===== src/rtl/lampFPU_pkg.sv =====
// Shared types and constants for the bf16 LAMP divider front end.
package lampFPU_pkg;

  localparam int FLAG_NV = 4;
  localparam int FLAG_DZ = 3;
  localparam int FLAG_OF = 2;
  localparam int FLAG_UF = 1;
  localparam int FLAG_NX = 0;

  localparam logic [15:0] CANON_QNAN_BF16 = 16'h7FC0;
  localparam logic [15:0] INF_BF16        = 16'h7F80;

  typedef enum logic [2:0] {
    IDLE  = 3'd0,
    ISSUE = 3'd1,
    WAIT  = 3'd2,
    RND   = 3'd3,
    OUT   = 3'd4
  } div_state_e;

  // One unpacked, classified bf16 operand as the divider consumes it.
  typedef struct packed {
    logic       s;
    logic [7:0] ext_sh_f;
    logic [8:0] ext_e;
    logic [2:0] nlz;
    logic       is_z;
    logic       is_inf;
    logic       is_snan;
    logic       is_qnan;
  } lamp_op_t;

  function automatic logic is_special(input lamp_op_t op);
    return op.is_z | op.is_inf | op.is_snan | op.is_qnan;
  endfunction

endpackage


===== src/rtl/lamp_fpu_bf16_unpack.sv =====
// Combinational bf16 unpack: classify, count leading zeros, normalize significand.
module lamp_fpu_bf16_unpack
  import lampFPU_pkg::*;
(
  input  logic [15:0] op_i,
  output lamp_op_t    op_o
);

  logic [7:0] exp_f;
  logic [6:0] frac_f;
  logic [7:0] ext_f;
  logic [2:0] nlz;

  assign exp_f  = op_i[14:7];
  assign frac_f = op_i[6:0];
  assign ext_f  = {exp_f != 8'd0, frac_f};

  // Scanning upward, the last set bit seen is the MSB one; all-zero leaves nlz at 0.
  always_comb begin
    nlz = 3'd0;
    for (int i = 0; i < 8; i++) begin
      if (ext_f[i]) nlz = 3'(7 - i);
    end
  end

  always_comb begin
    op_o          = '0;
    op_o.s        = op_i[15];
    op_o.nlz      = nlz;
    op_o.ext_sh_f = ext_f << nlz;
    op_o.ext_e    = {1'b0, (exp_f == 8'd0) ? 8'd1 : exp_f};
    op_o.is_z     = (exp_f == 8'd0) && (frac_f == 7'd0);
    op_o.is_inf   = (exp_f == 8'hFF) && (frac_f == 7'd0);
    op_o.is_qnan  = (exp_f == 8'hFF) && frac_f[6];
    op_o.is_snan  = (exp_f == 8'hFF) && (frac_f != 7'd0) && !frac_f[6];
  end

endmodule


===== src/rtl/lamp_fpu_div_ctrl.sv =====
// Issue/retire controller for the bf16 LAMP divider: unpack, launch, round, pack.
//
// Handshakes: a transfer happens on a rising clk edge where valid and ready are
// both high. Input side: in_ready_o is high only in IDLE. Output side: once
// out_valid_o rises, res_o/flags_o hold until out_ready_i completes the transfer.
module lamp_fpu_div_ctrl
  import lampFPU_pkg::*;
#(
  parameter bit FAST_SPECIAL = 1'b1
) (
  input  logic        clk,
  input  logic        rst,
  input  logic        in_valid_i,
  output logic        in_ready_o,
  input  logic [15:0] op1_i,
  input  logic [15:0] op2_i,
  output logic        out_valid_o,
  input  logic        out_ready_i,
  output logic [15:0] res_o,
  output logic [4:0]  flags_o,
  output logic        doDiv_o,
  output logic        s_op1_o,
  output logic [7:0]  extShF_op1_o,
  output logic [8:0]  extE_op1_o,
  output logic [2:0]  nlz_op1_o,
  output logic        isZ_op1_o,
  output logic        isInf_op1_o,
  output logic        isSNAN_op1_o,
  output logic        isQNAN_op1_o,
  output logic        s_op2_o,
  output logic [7:0]  extShF_op2_o,
  output logic [8:0]  extE_op2_o,
  output logic [2:0]  nlz_op2_o,
  output logic        isZ_op2_o,
  output logic        isInf_op2_o,
  output logic        isSNAN_op2_o,
  output logic        isQNAN_op2_o,
  input  logic        div_s_i,
  input  logic [7:0]  div_e_i,
  input  logic [11:0] div_f_i,
  input  logic        div_valid_i,
  input  logic        div_ovf_i,
  input  logic        div_unf_i,
  input  logic        div_toRound_i,
  output div_state_e  dbg_state_o
);

  div_state_e  state_q, state_d;
  logic        started_q;
  lamp_op_t    op1_un, op2_un, op1_q, op2_q;
  logic        in_special;
  logic        accept;

  logic        div_s_q;
  logic [7:0]  div_e_q;
  logic [9:0]  div_f_q;
  logic        div_ovf_q, div_unf_q, div_rnd_q;

  logic [15:0] res_q, res_d;
  logic [4:0]  flags_q, flags_d;
  logic        rnd_up;
  logic [15:0] rnd_sum;
  logic        grs;
  logic        sign_sp;
  logic        any_nan, zz, ii;

  // Overflow and hidden bits travel separately as div_ovf_i and the exponent.
  logic        unused_div_bits;
  assign unused_div_bits = ^div_f_i[11:10];

  lamp_fpu_bf16_unpack u_unpack_op1 (.op_i(op1_i), .op_o(op1_un));
  lamp_fpu_bf16_unpack u_unpack_op2 (.op_i(op2_i), .op_o(op2_un));

  assign in_special = is_special(op1_un) | is_special(op2_un);
  assign in_ready_o = (state_q == IDLE) && started_q;
  assign accept     = in_valid_i && in_ready_o;

  always_ff @(posedge clk) begin
    if (rst) begin
      state_q   <= IDLE;
      started_q <= 1'b0;
    end else begin
      state_q   <= state_d;
      started_q <= 1'b1;
    end
  end

  always_comb begin
    state_d = state_q;
    case (state_q)
      IDLE:    if (accept) state_d = (FAST_SPECIAL && in_special) ? RND : ISSUE;
      ISSUE:   state_d = WAIT;
      WAIT:    if (div_valid_i) state_d = RND;
      RND:     state_d = OUT;
      OUT:     if (out_ready_i) state_d = IDLE;
      default: state_d = IDLE;
    endcase
  end

  // Operand fields stay put from acceptance until the next acceptance, which
  // covers the window in which the divider samples them.
  always_ff @(posedge clk) begin
    if (rst) begin
      op1_q     <= '0;
      op2_q     <= '0;
      div_s_q   <= 1'b0;
      div_e_q   <= '0;
      div_f_q   <= '0;
      div_ovf_q <= 1'b0;
      div_unf_q <= 1'b0;
      div_rnd_q <= 1'b0;
      res_q     <= '0;
      flags_q   <= '0;
    end else begin
      if (accept) begin
        op1_q <= op1_un;
        op2_q <= op2_un;
      end
      if (state_q == WAIT && div_valid_i) begin
        div_s_q   <= div_s_i;
        div_e_q   <= div_e_i;
        div_f_q   <= div_f_i[9:0];
        div_ovf_q <= div_ovf_i;
        div_unf_q <= div_unf_i;
        div_rnd_q <= div_toRound_i;
      end
      if (state_q == RND) begin
        res_q   <= res_d;
        flags_q <= flags_d;
      end
    end
  end

  assign sign_sp = op1_q.s ^ op2_q.s;
  assign any_nan = op1_q.is_snan | op1_q.is_qnan | op2_q.is_snan | op2_q.is_qnan;
  assign zz      = op1_q.is_z & op2_q.is_z;
  assign ii      = op1_q.is_inf & op2_q.is_inf;
  assign grs     = |div_f_q[2:0];

  always_comb begin
    res_d   = '0;
    flags_d = '0;
    rnd_up  = 1'b0;
    rnd_sum = '0;
    if (is_special(op1_q) || is_special(op2_q)) begin
      if (any_nan || zz || ii) begin
        res_d            = CANON_QNAN_BF16;
        flags_d[FLAG_NV] = op1_q.is_snan | op2_q.is_snan | zz | ii;
      end else if (op1_q.is_inf) begin
        res_d = {sign_sp, INF_BF16[14:0]};
      end else if (op2_q.is_z) begin
        res_d            = {sign_sp, INF_BF16[14:0]};
        flags_d[FLAG_DZ] = 1'b1;
      end else begin
        res_d = {sign_sp, 15'd0};
      end
    end else if (div_rnd_q) begin
      // Round to nearest, ties to even on the LSB of the 7-bit fraction.
      rnd_up  = div_f_q[2] & (div_f_q[3] | div_f_q[1] | div_f_q[0]);
      rnd_sum = {1'b0, div_e_q, div_f_q[9:3]} + {15'd0, rnd_up};
      if (div_ovf_q || rnd_sum[15] || rnd_sum[14:7] == 8'hFF) begin
        res_d            = {div_s_q, INF_BF16[14:0]};
        flags_d[FLAG_OF] = 1'b1;
        flags_d[FLAG_NX] = 1'b1;
      end else begin
        res_d            = {div_s_q, rnd_sum[14:0]};
        flags_d[FLAG_NX] = grs;
        flags_d[FLAG_UF] = div_unf_q & grs;
      end
    end else begin
      res_d = {div_s_q, div_e_q, div_f_q[9:3]};
      if (div_e_q == 8'hFF && div_f_q[9:3] != 7'd0) res_d = CANON_QNAN_BF16;
    end
  end

  assign out_valid_o  = (state_q == OUT);
  assign doDiv_o      = (state_q == ISSUE);
  assign res_o        = res_q;
  assign flags_o      = flags_q;
  assign dbg_state_o  = state_q;

  assign s_op1_o      = op1_q.s;
  assign extShF_op1_o = op1_q.ext_sh_f;
  assign extE_op1_o   = op1_q.ext_e;
  assign nlz_op1_o    = op1_q.nlz;
  assign isZ_op1_o    = op1_q.is_z;
  assign isInf_op1_o  = op1_q.is_inf;
  assign isSNAN_op1_o = op1_q.is_snan;
  assign isQNAN_op1_o = op1_q.is_qnan;
  assign s_op2_o      = op2_q.s;
  assign extShF_op2_o = op2_q.ext_sh_f;
  assign extE_op2_o   = op2_q.ext_e;
  assign nlz_op2_o    = op2_q.nlz;
  assign isZ_op2_o    = op2_q.is_z;
  assign isInf_op2_o  = op2_q.is_inf;
  assign isSNAN_op2_o = op2_q.is_snan;
  assign isQNAN_op2_o = op2_q.is_qnan;

endmodule


===== config.mk =====
export PLATFORM = sky130hd
export DESIGN_NAME = lamp_fpu_div_ctrl
export DESIGN_NICKNAME = d
export VERILOG_FILES = /design/src/rtl/lampFPU_pkg.sv /design/src/rtl/lamp_fpu_bf16_unpack.sv /design/src/rtl/lamp_fpu_div_ctrl.sv
export SDC_FILE = /design/constraint.sdc
export NUM_CORES = 1
export LEC_CHECK = 0
export CAP_MARGIN = 20
export CELL_PAD_IN_SITES_DETAIL_PLACEMENT = 1
export CELL_PAD_IN_SITES_GLOBAL_PLACEMENT = 2
export CORE_MARGIN = 1
export CORE_UTILIZATION = 28
export DETAILED_ROUTE_END_ITERATION = 6
export PLACE_DENSITY_LB_ADDON = 0.1
export SETUP_SLACK_MARGIN = 0.15
export SYNTH_ARGS = -nofsm -noshare
export SYNTH_HDL_FRONTEND = slang
export SYNTH_SLANG_ARGS = --single-unit
export TNS_END_PERCENT = 5

===== constraint.sdc =====
create_clock -name clk -period 4.1 [get_ports clk]
set_input_delay 0.615 -clock clk [delete_from_list [all_inputs] [get_ports clk]]
set_output_delay 0.615 -clock clk [all_outputs]
set_load 0.01 [all_outputs]

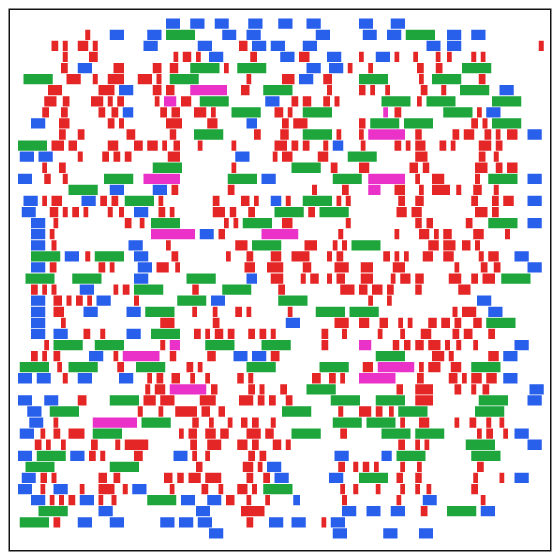
Figure 1: placement by cell class.
[all other logic] red | cells: 492
[other buffers and delay cells] blue | cells: 139
[flops] green | cells: 95
[clock drivers and dummy loads] magenta | cells: 16
fraction of area in registers: 0.290
row cnt: 47
utilization after layout: 0.394

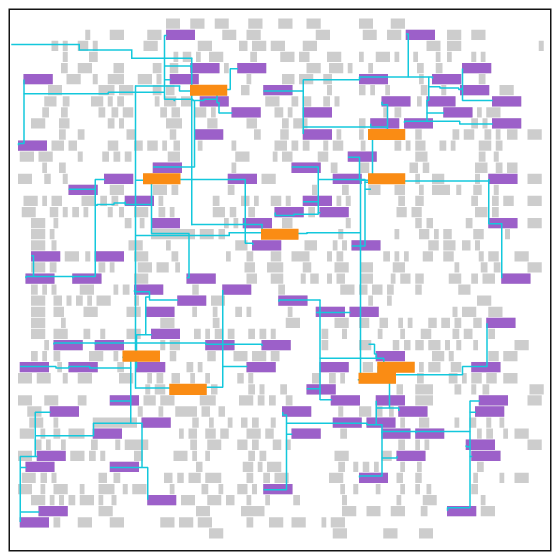
Figure 2: routed clock nets over the placement.
[clock wires] cyan | length: 1,450 um
[cells driving clock nets] orange | count: 9
[flip-flops] purple | count: 95
flops lie: all over the die
routed clock nets: 10

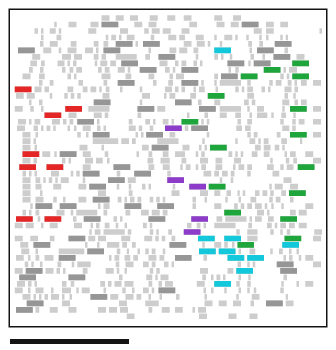
Figure 3: register map, names as in the netlist.
Bar = 50 um.
[flags_o] purple | sequential cells: 5 | where: middle
[extE_op1_o] red | sequential cells: 8 | where: left middle
[res_o] green | sequential cells: 16
[div_f_q] cyan | sequential cells: 10

==> results_dict.tcl <==
# collected from the flow reports
set metrics [dict create \
    largest_reg_flops 16 \
    slew_headroom 0.395 \
    hold_path_class "reg2reg" \
    post-place-ws_ps 867 \
    period_used_share 0.755 \
    period_minus_slack_ps 3100 \
    setup_viol_count_final 0 \
    path_buffers 0 \
    synthToLayoutAreaGrowth_pct 37.4 \
    final_common_cell "clkdlybuf4s50_1" \
    seq_power_share 0.440 \
    outcome "finished clean" \
    powerDensity_nw_per_um2 349 \
    whs_ps 460 \
    reg2regPathDepth 8 \
    edf_count 0 \
    grtUsageMet1 0.227 \
    ys_warn_count 0 \
    root_buffer "clkbuf_16" \
    buf_share 0.209 \
    skew_ps 7.06 \
    cp_slowest_cell "nor3b_1" \
    syn_avg_cell_area_sq_um 7.56 \
    drt_iter0_drc 241 \
    fillers 1980 \
    ys_cells 631 \
    synth_top_flop_cell "dfxtp_1" \
    warnings 29 \
    power_clock_uw 931 \
    hold_depth 2 \
    drt_first_pass_iters 5 \
    die_h_um 133 \
    inv_count 8 \
    vias 4977 \
    setup_tns_ps 0 \
    initial_core_util 0.287 \
    wire_per_inst_um 17.5 \
    vias_per_cell 5.17 \
    sh_comb_area 0.405 \
    crit_family "simple AND/OR/NAND/NOR gates" \
    adder_share 0.00524 \
    synthArstFlopShare 0 \
    powerComb_uw 351 \
    n_all_buffers 139 \
    totalPowerFinal_uw 2290 \
    grt_pass1_wl_um 27500 \
    required_ps 4290 \
    path_cells "o31a_1 > ha_1 > nand4_1 > nor4_1 > xnor2_1 > nor4_2 > nor3b_1 > a21oi_1" \
    cts-hold-fix-buffers 0 \
    ys_sh_aoi 0.230 \
    grt_pass1_vias 5218 \
    largest_area_cell "dfxtp_1" \
    clock_sinks 95 \
    wl_um 16800 \
    floorplan.core_area_sq_um 16600 \
    n_tap_cell 220 \
    cts_buffer_depth 2 \
    drv_slew 0 \
    logic_area_sq_um 2660 \
    yosysUniqueCellTypes 69 \
    final_area_sq_um 6560 \
    final_cell_mix "clkdlybuf4s50_1, nand2_1, dfxtp_1" \
    endpoint_kind "flip-flop" \
    tightest_slew_ps 885 \
    seq-power_uw 1010 \
    xor_area_frac 0.0147 \
    synth-simple-area-share 0.286 \
    crit_type "reg2reg" \
    area_leaders "dfxtp_1, nand2_1, a21oi_1" \
    maxPowerGroup "sequential cells" \
    grtUsageTotal 0.196 \
    hold_viol_final 0 \
    ff_count 95 \
    pwr-share-comb 0.153 \
    p_sw_frac 0.271 \
    synthesis.area_sq_um 4770 \
    switchingPower_uw 620 \
    dp_hpwl_um 12500 \
    cp-start-kind "flip-flop" \
    ys_seq_share 0.398 \
    synthCells 631 \
    drc 0 \
    dpl.cell_count 946 \
    ioPinCount 138 \
    rsz0062_at_grt "no" \
    ys_sh_mux 0.0199 \
    ys.flops 95 \
]
==> synthesized netlist by cell type, drive strengths merged (6+ instances only) <==
cell type	instances
dfxtp	95
o211ai	7
buf	15
a21oi	82
nand4	12
nand3	19
a31oi	9
a22oi	7
or4	10
nor2	52
o21ai	29
nor3	18
nor4	7
clkbuf	30
nand2	131
inv	7
o31ai	6
==> path summary, 6_finish.rpt <==
| path | startpoint | endpoint | slack [ps] |
|---|---|---|---|
| worst max-delay path | div_f_q[3] | res_o[9] | 1000 |
| worst min-delay path | flags_o[3] | flags_o[3] | 460 |
| worst max register to register | div_f_q[3] | res_o[9] | 1000 |
| worst min register to register | flags_o[3] | flags_o[3] | 460 |
==> routing by layer <==
layer,share of wire,up-vias
li1,-,2470
met1,0.43,2394
met2,0.50,97
met3,0.060,16
met4,0.013,0
met5,0,-
Power figures rest on the tool's default switching activity, not on a simulated workload.
